**src/rtl/core_pkg.sv**
```systemverilog
// Shared RV32 encoding constants: opcodes, field bit positions and the
// 12-bit immediate range used by both the packer and the core's sign-extender.
package core_pkg;

  localparam logic [6:0] OP_R    = 7'b0110011;
  localparam logic [6:0] OP_IALU = 7'b0010011;
  localparam logic [6:0] OP_LD   = 7'b0000011;
  localparam logic [6:0] OP_SD   = 7'b0100011;
  localparam logic [6:0] OP_BEQ  = 7'b1100011;

  localparam int RD_LSB  = 7;
  localparam int F3_LSB  = 12;
  localparam int RS1_LSB = 15;
  localparam int RS2_LSB = 20;
  localparam int F7_LSB  = 25;

  localparam int IMM_MIN = -2048;
  localparam int IMM_MAX = 2047;

  typedef enum logic [1:0] {
    S_IDLE  = 2'd0,
    S_RUN   = 2'd1,
    S_WRITE = 2'd2,
    S_FULL  = 2'd3
  } pk_state_e;

  function automatic logic imm_fits12(input logic [31:0] imm);
    return ($signed(imm) >= IMM_MIN) && ($signed(imm) <= IMM_MAX);
  endfunction

endpackage

```
**src/rtl/instr_packer_if.sv**
```systemverilog
// Request and instruction-memory write bus of the instruction packer.
interface instr_packer_if #(
  parameter int ADDR_W = 8
);
  logic              start_i;
  logic              in_valid_i;
  logic              in_ready_o;
  logic [6:0]        op_i;
  logic [4:0]        rd_i;
  logic [4:0]        rs1_i;
  logic [4:0]        rs2_i;
  logic [2:0]        funct3_i;
  logic [6:0]        funct7_i;
  logic [31:0]       imm_i;
  logic              mem_we_o;
  logic [ADDR_W-1:0] mem_addr_o;
  logic [31:0]       mem_data_o;
  logic [ADDR_W:0]   count_o;
  logic              err_o;
  logic              full_o;

  modport master (
    output start_i, in_valid_i, op_i, rd_i, rs1_i, rs2_i, funct3_i, funct7_i, imm_i,
    input  in_ready_o, mem_we_o, mem_addr_o, mem_data_o, count_o, err_o, full_o
  );

  modport slave (
    input  start_i, in_valid_i, op_i, rd_i, rs1_i, rs2_i, funct3_i, funct7_i, imm_i,
    output in_ready_o, mem_we_o, mem_addr_o, mem_data_o, count_o, err_o, full_o
  );
endinterface

```
**src/rtl/instr_encode.sv**
```systemverilog
// Combinational RV32 encoder: instruction fields + immediate -> word and legality.
// B-type immediates are halfword offsets, matching the core's sign-extender.
module instr_encode
  import core_pkg::*;
(
  input  logic [6:0]  i_op,
  input  logic [4:0]  i_rd,
  input  logic [4:0]  i_rs1,
  input  logic [4:0]  i_rs2,
  input  logic [2:0]  i_funct3,
  input  logic [6:0]  i_funct7,
  input  logic [31:0] i_imm,
  output logic [31:0] o_word,
  output logic        o_legal
);

  logic [11:0] w_imm;
  logic        w_imm_ok;

  assign w_imm    = i_imm[11:0];
  assign w_imm_ok = imm_fits12(i_imm);

  always_comb begin
    o_word      = '0;
    o_legal     = 1'b0;
    o_word[6:0] = i_op;
    case (i_op)
      OP_R: begin
        o_word[RD_LSB  +: 5] = i_rd;
        o_word[F3_LSB  +: 3] = i_funct3;
        o_word[RS1_LSB +: 5] = i_rs1;
        o_word[RS2_LSB +: 5] = i_rs2;
        o_word[F7_LSB  +: 7] = i_funct7;
        o_legal              = 1'b1;
      end
      OP_IALU, OP_LD: begin
        o_word[RD_LSB  +: 5] = i_rd;
        o_word[F3_LSB  +: 3] = i_funct3;
        o_word[RS1_LSB +: 5] = i_rs1;
        o_word[31:20]        = w_imm;
        o_legal              = w_imm_ok;
      end
      OP_SD: begin
        o_word[11:7]         = w_imm[4:0];
        o_word[F3_LSB  +: 3] = i_funct3;
        o_word[RS1_LSB +: 5] = i_rs1;
        o_word[RS2_LSB +: 5] = i_rs2;
        o_word[31:25]        = w_imm[11:5];
        o_legal              = w_imm_ok;
      end
      OP_BEQ: begin
        // imm[10] takes the slot that holds offset bit 11 in byte-offset form
        o_word[7]            = w_imm[10];
        o_word[11:8]         = w_imm[3:0];
        o_word[F3_LSB  +: 3] = i_funct3;
        o_word[RS1_LSB +: 5] = i_rs1;
        o_word[RS2_LSB +: 5] = i_rs2;
        o_word[30:25]        = w_imm[9:4];
        o_word[31]           = w_imm[11];
        o_legal              = w_imm_ok;
      end
      default: ;
    endcase
  end

endmodule

```
**src/rtl/instr_packer.sv**
```systemverilog
// Instruction-memory loader: accepts decoded instructions, encodes them and
// writes them to sequential word addresses until DEPTH words are stored.
//
// state   | meaning
// IDLE    | waiting for start_i, not accepting
// RUN     | ready for one instruction description
// WRITE   | strobing mem_we_o with the encoded word at ptr
// FULL    | DEPTH words written, waiting for start_i
module instr_packer
  import core_pkg::*;
#(
  parameter int ADDR_W = 8,
  parameter int DEPTH  = 256
) (
  input  logic          clk_i,
  input  logic          rst_i,
  instr_packer_if.slave bus
);

  pk_state_e         r_state;
  pk_state_e         w_state_nxt;
  logic [ADDR_W-1:0] r_ptr;
  logic [ADDR_W:0]   r_count;
  logic [ADDR_W:0]   w_count_inc;
  logic              r_err;
  logic [31:0]       r_data;
  logic [31:0]       w_word;
  logic              w_legal;
  logic              w_accept;

  instr_encode u_encode (
    .i_op     (bus.op_i),
    .i_rd     (bus.rd_i),
    .i_rs1    (bus.rs1_i),
    .i_rs2    (bus.rs2_i),
    .i_funct3 (bus.funct3_i),
    .i_funct7 (bus.funct7_i),
    .i_imm    (bus.imm_i),
    .o_word   (w_word),
    .o_legal  (w_legal)
  );

  // start_i outranks a same-cycle request
  assign w_accept    = (r_state == S_RUN) && bus.in_valid_i && !bus.start_i;
  assign w_count_inc = r_count + 1'b1;

  always_ff @(posedge clk_i or posedge rst_i) begin
    if (rst_i) begin
      r_state <= S_IDLE;
    end else begin
      r_state <= w_state_nxt;
    end
  end

  always_comb begin
    w_state_nxt = r_state;
    if (bus.start_i) begin
      w_state_nxt = S_RUN;
    end else begin
      case (r_state)
        S_RUN:   if (w_accept && w_legal) w_state_nxt = S_WRITE;
        S_WRITE: w_state_nxt = (w_count_inc == (ADDR_W+1)'(DEPTH)) ? S_FULL : S_RUN;
        default: ;
      endcase
    end
  end

  always_ff @(posedge clk_i or posedge rst_i) begin
    if (rst_i) begin
      r_ptr   <= '0;
      r_count <= '0;
      r_err   <= 1'b0;
      r_data  <= '0;
    end else if (bus.start_i) begin
      r_ptr   <= '0;
      r_count <= '0;
      r_err   <= 1'b0;
    end else begin
      if (w_accept && w_legal)  r_data <= w_word;
      if (w_accept && !w_legal) r_err  <= 1'b1;
      if (r_state == S_WRITE) begin
        r_ptr   <= r_ptr + 1'b1;
        r_count <= w_count_inc;
      end
    end
  end

  // Strobe and ready decode straight from the state register so reset drops them at once
  assign bus.in_ready_o = (r_state == S_RUN);
  assign bus.mem_we_o   = (r_state == S_WRITE);
  assign bus.full_o     = (r_state == S_FULL);
  assign bus.mem_addr_o = r_ptr;
  assign bus.mem_data_o = r_data;
  assign bus.count_o    = r_count;
  assign bus.err_o      = r_err;

endmodule

```
**src/flat_wrapper.sv**
```systemverilog
// flat-port wrapper written by rule: the top's interface ports become plain ports
module instr_packer_flat import core_pkg::*;
#(
  parameter int ADDR_W = 8,
  parameter int DEPTH  = 256
)
  (clk_i, rst_i, bus_start_i, bus_in_valid_i, bus_op_i, bus_rd_i, bus_rs1_i, bus_rs2_i, bus_funct3_i, bus_funct7_i, bus_imm_i, bus_in_ready_o, bus_mem_we_o, bus_mem_addr_o, bus_mem_data_o, bus_count_o, bus_err_o, bus_full_o);
  instr_packer_if #(.ADDR_W(ADDR_W)) bus_i ();
  input  logic clk_i;
  input  logic rst_i;
  input wire logic [$bits(bus_i.start_i)-1:0] bus_start_i;
  input wire logic [$bits(bus_i.in_valid_i)-1:0] bus_in_valid_i;
  input wire logic [$bits(bus_i.op_i)-1:0] bus_op_i;
  input wire logic [$bits(bus_i.rd_i)-1:0] bus_rd_i;
  input wire logic [$bits(bus_i.rs1_i)-1:0] bus_rs1_i;
  input wire logic [$bits(bus_i.rs2_i)-1:0] bus_rs2_i;
  input wire logic [$bits(bus_i.funct3_i)-1:0] bus_funct3_i;
  input wire logic [$bits(bus_i.funct7_i)-1:0] bus_funct7_i;
  input wire logic [$bits(bus_i.imm_i)-1:0] bus_imm_i;
  output wire logic [$bits(bus_i.in_ready_o)-1:0] bus_in_ready_o;
  output wire logic [$bits(bus_i.mem_we_o)-1:0] bus_mem_we_o;
  output wire logic [$bits(bus_i.mem_addr_o)-1:0] bus_mem_addr_o;
  output wire logic [$bits(bus_i.mem_data_o)-1:0] bus_mem_data_o;
  output wire logic [$bits(bus_i.count_o)-1:0] bus_count_o;
  output wire logic [$bits(bus_i.err_o)-1:0] bus_err_o;
  output wire logic [$bits(bus_i.full_o)-1:0] bus_full_o;
  assign bus_i.start_i = bus_start_i;
  assign bus_i.in_valid_i = bus_in_valid_i;
  assign bus_i.op_i = bus_op_i;
  assign bus_i.rd_i = bus_rd_i;
  assign bus_i.rs1_i = bus_rs1_i;
  assign bus_i.rs2_i = bus_rs2_i;
  assign bus_i.funct3_i = bus_funct3_i;
  assign bus_i.funct7_i = bus_funct7_i;
  assign bus_i.imm_i = bus_imm_i;
  assign bus_in_ready_o = bus_i.in_ready_o;
  assign bus_mem_we_o = bus_i.mem_we_o;
  assign bus_mem_addr_o = bus_i.mem_addr_o;
  assign bus_mem_data_o = bus_i.mem_data_o;
  assign bus_count_o = bus_i.count_o;
  assign bus_err_o = bus_i.err_o;
  assign bus_full_o = bus_i.full_o;
  instr_packer #(.ADDR_W(ADDR_W), .DEPTH(DEPTH)) u_core (.clk_i(clk_i), .rst_i(rst_i), .bus(bus_i));
endmodule
```
**config.mk**
```make
export PLATFORM = sky130hd
export DESIGN_NAME = instr_packer_flat
export DESIGN_NICKNAME = d
export VERILOG_FILES = /design/src/rtl/core_pkg.sv /design/src/rtl/instr_packer_if.sv /design/src/rtl/instr_encode.sv /design/src/rtl/instr_packer.sv /design/src/flat_wrapper.sv
export SDC_FILE = /design/constraint.sdc
export NUM_CORES = 1
export LEC_CHECK = 0
export CELL_PAD_IN_SITES_DETAIL_PLACEMENT = 1
export CELL_PAD_IN_SITES_GLOBAL_PLACEMENT = 1
export CORE_MARGIN = 2
export CORE_UTILIZATION = 34
export DETAILED_ROUTE_END_ITERATION = 8
export GPL_ROUTABILITY_DRIVEN = 0
export GPL_TIMING_DRIVEN = 0
export PLACE_DENSITY_LB_ADDON = 0.1
export SLEW_MARGIN = 30
export SYNTH_ARGS = -nofsm -noshare
export SYNTH_HDL_FRONTEND = slang
export SYNTH_SLANG_ARGS = --single-unit
```
**constraint.sdc**
```tcl
create_clock -name clk_i -period 3.65 [get_ports clk_i]
set_clock_uncertainty 0.2 [all_clocks]
set_input_delay 0.365 -clock clk_i [delete_from_list [all_inputs] [get_ports clk_i]]
set_output_delay 0.365 -clock clk_i [all_outputs]
set_load 0.03 [all_outputs]
```
==> images/util_map.png <==
The die is cut into 9 by 9 equal tiles; black is low, pale yellow is high, 0 to 100% covered.
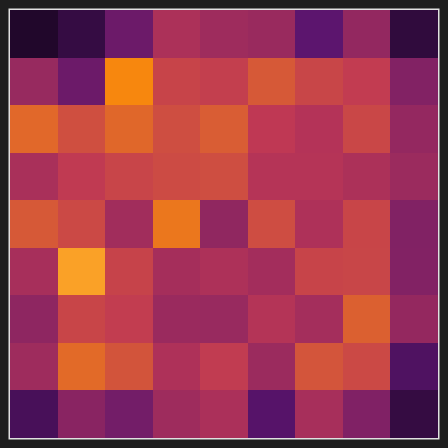
1.2% of the tiles are over 75% full. The fullest tile reaches 80%. The mean over all tiles is 46%.

==> images/class_map.png <==
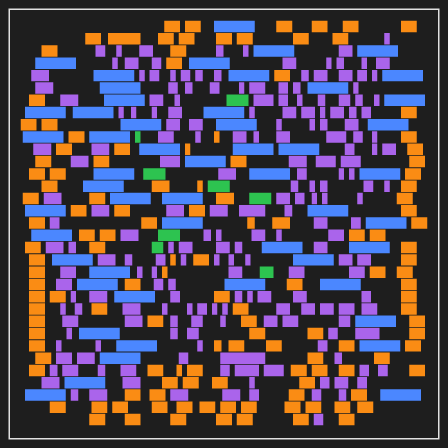
remaining logic cells: marked purple, cells 201, share of their area 35%. registers: marked blue, cells 52, share of their area 32%. remaining buffers and delay cells: marked orange, cells 132, share of their area 31%. clock drivers and dummy loads: marked green, cells 8, share of their area 2.2%.

==> flow_results.org <==
* Implementation run

** Status
- The run finished with clean final reports.

** Worst setup path
- Destination of the worst register-to-register timing path :: u_core.bus.mem_data_o[10]
- Slowest cell on the critical path :: sky130_fd_sc_hd__clkdlybuf4s50_1
- Capture point of the critical path :: u_core.bus.mem_data_o[10]
- The worst setup path is launched from an input pin.
- Launching element of the worst setup path :: bus_op_i[4]

** Yosys
- Counting every instance in the synthesized netlist gives between 200 and 300.
- The share of the Yosys chip area taken by registers is 46.4%.
- Summing the areas of all compound-gate instances in the mapped netlist gives approximately an eighth of the synthesized area.
- Net Count, Synth :: between 300 and 400
- Mapped Area :: roughly 0.0028 sq mm
- Sorting the synthesis cell report by count puts at the top sky130_fd_sc_hd__dfrtp_1.

** Route
- The routed wirelength on the met1 layer is recorded as approximately 3600 um.
- Highest metal layer with signal wires :: met4
- DRC :: 0
- In the detailed route, the total length drawn on met2 is about 3800 um.
- Number of nets with antenna violations after routing :: 0
- The detailed router placed 2530 vias in this run.

** Final timing
- For reference, the final report shows the hold violation count at 0.
- Setup repair after global routing left no endpoint under its margin.
- Final Max Slew Viols :: 0
- Post-route setup slack :: 0.958 ns
- In this build the clock could be raised as far as 371 MHz.
- The pin closest to its max-slew limit shows a slew of 0.654 ns.

** Final layout
- Registers represent a cell area share of 30.7%.
- Logic cell area :: ~0.0014 sq mm
- Once layout is complete, the cells apart from fillers number 498.
- Most frequent logic cell in the layout :: sky130_fd_sc_hd__clkdlybuf4s50_1
- Filler cell count :: between 900 and 1000
- Layout overhead on the synthesized area :: 51.5%

** Floorplanning
- Once the floorplan was initialized, standard cells occupied between 30 and 40% of the core.
- The report lists the number of standard-cell rows as 33.
- Per the OpenROAD floorplan log, the area of the core is 0.00809 sq mm.
- Per the OpenROAD floorplan log, the width of the die is between 90 and 100 um.

** CTS
- The clock net in this run drives a total of approximately 52 sinks.
- The report lists the number of cells resized after CTS as 0.
- Worst-path clk slew :: 0.09 ns

** Global routing
- Remaining global-route overflow :: 0
- Met3 usage in global routing :: under 10%
- Met1 usage in global routing :: 25.6%
- Global routing consumed, on the met2 layer, roughly 30% of the routing resources.

** Power and ir drop
- The worst VDD IR drop from the latest analysis is around 0.14 mV.
- Clk. pwr :: 331 uW
- The share of total power dissipated in sequential elements is a little under half.

** Placement
- Post-DP HPWL :: 6250 um
==> images/sizing.png <==
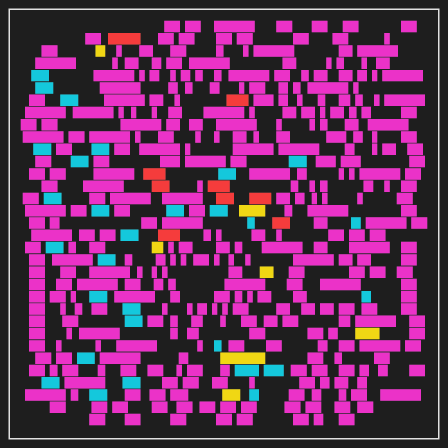
x1 and smaller: marked magenta, cells 348, share 89%. x3 and x4: marked yellow, cells 7, share 1.8%. x6 and larger: marked red, cells 9, share 2.3%. x2: marked cyan, cells 29, share 7.4%.

Power figures rest on the tool's default switching activity, not on a simulated workload.
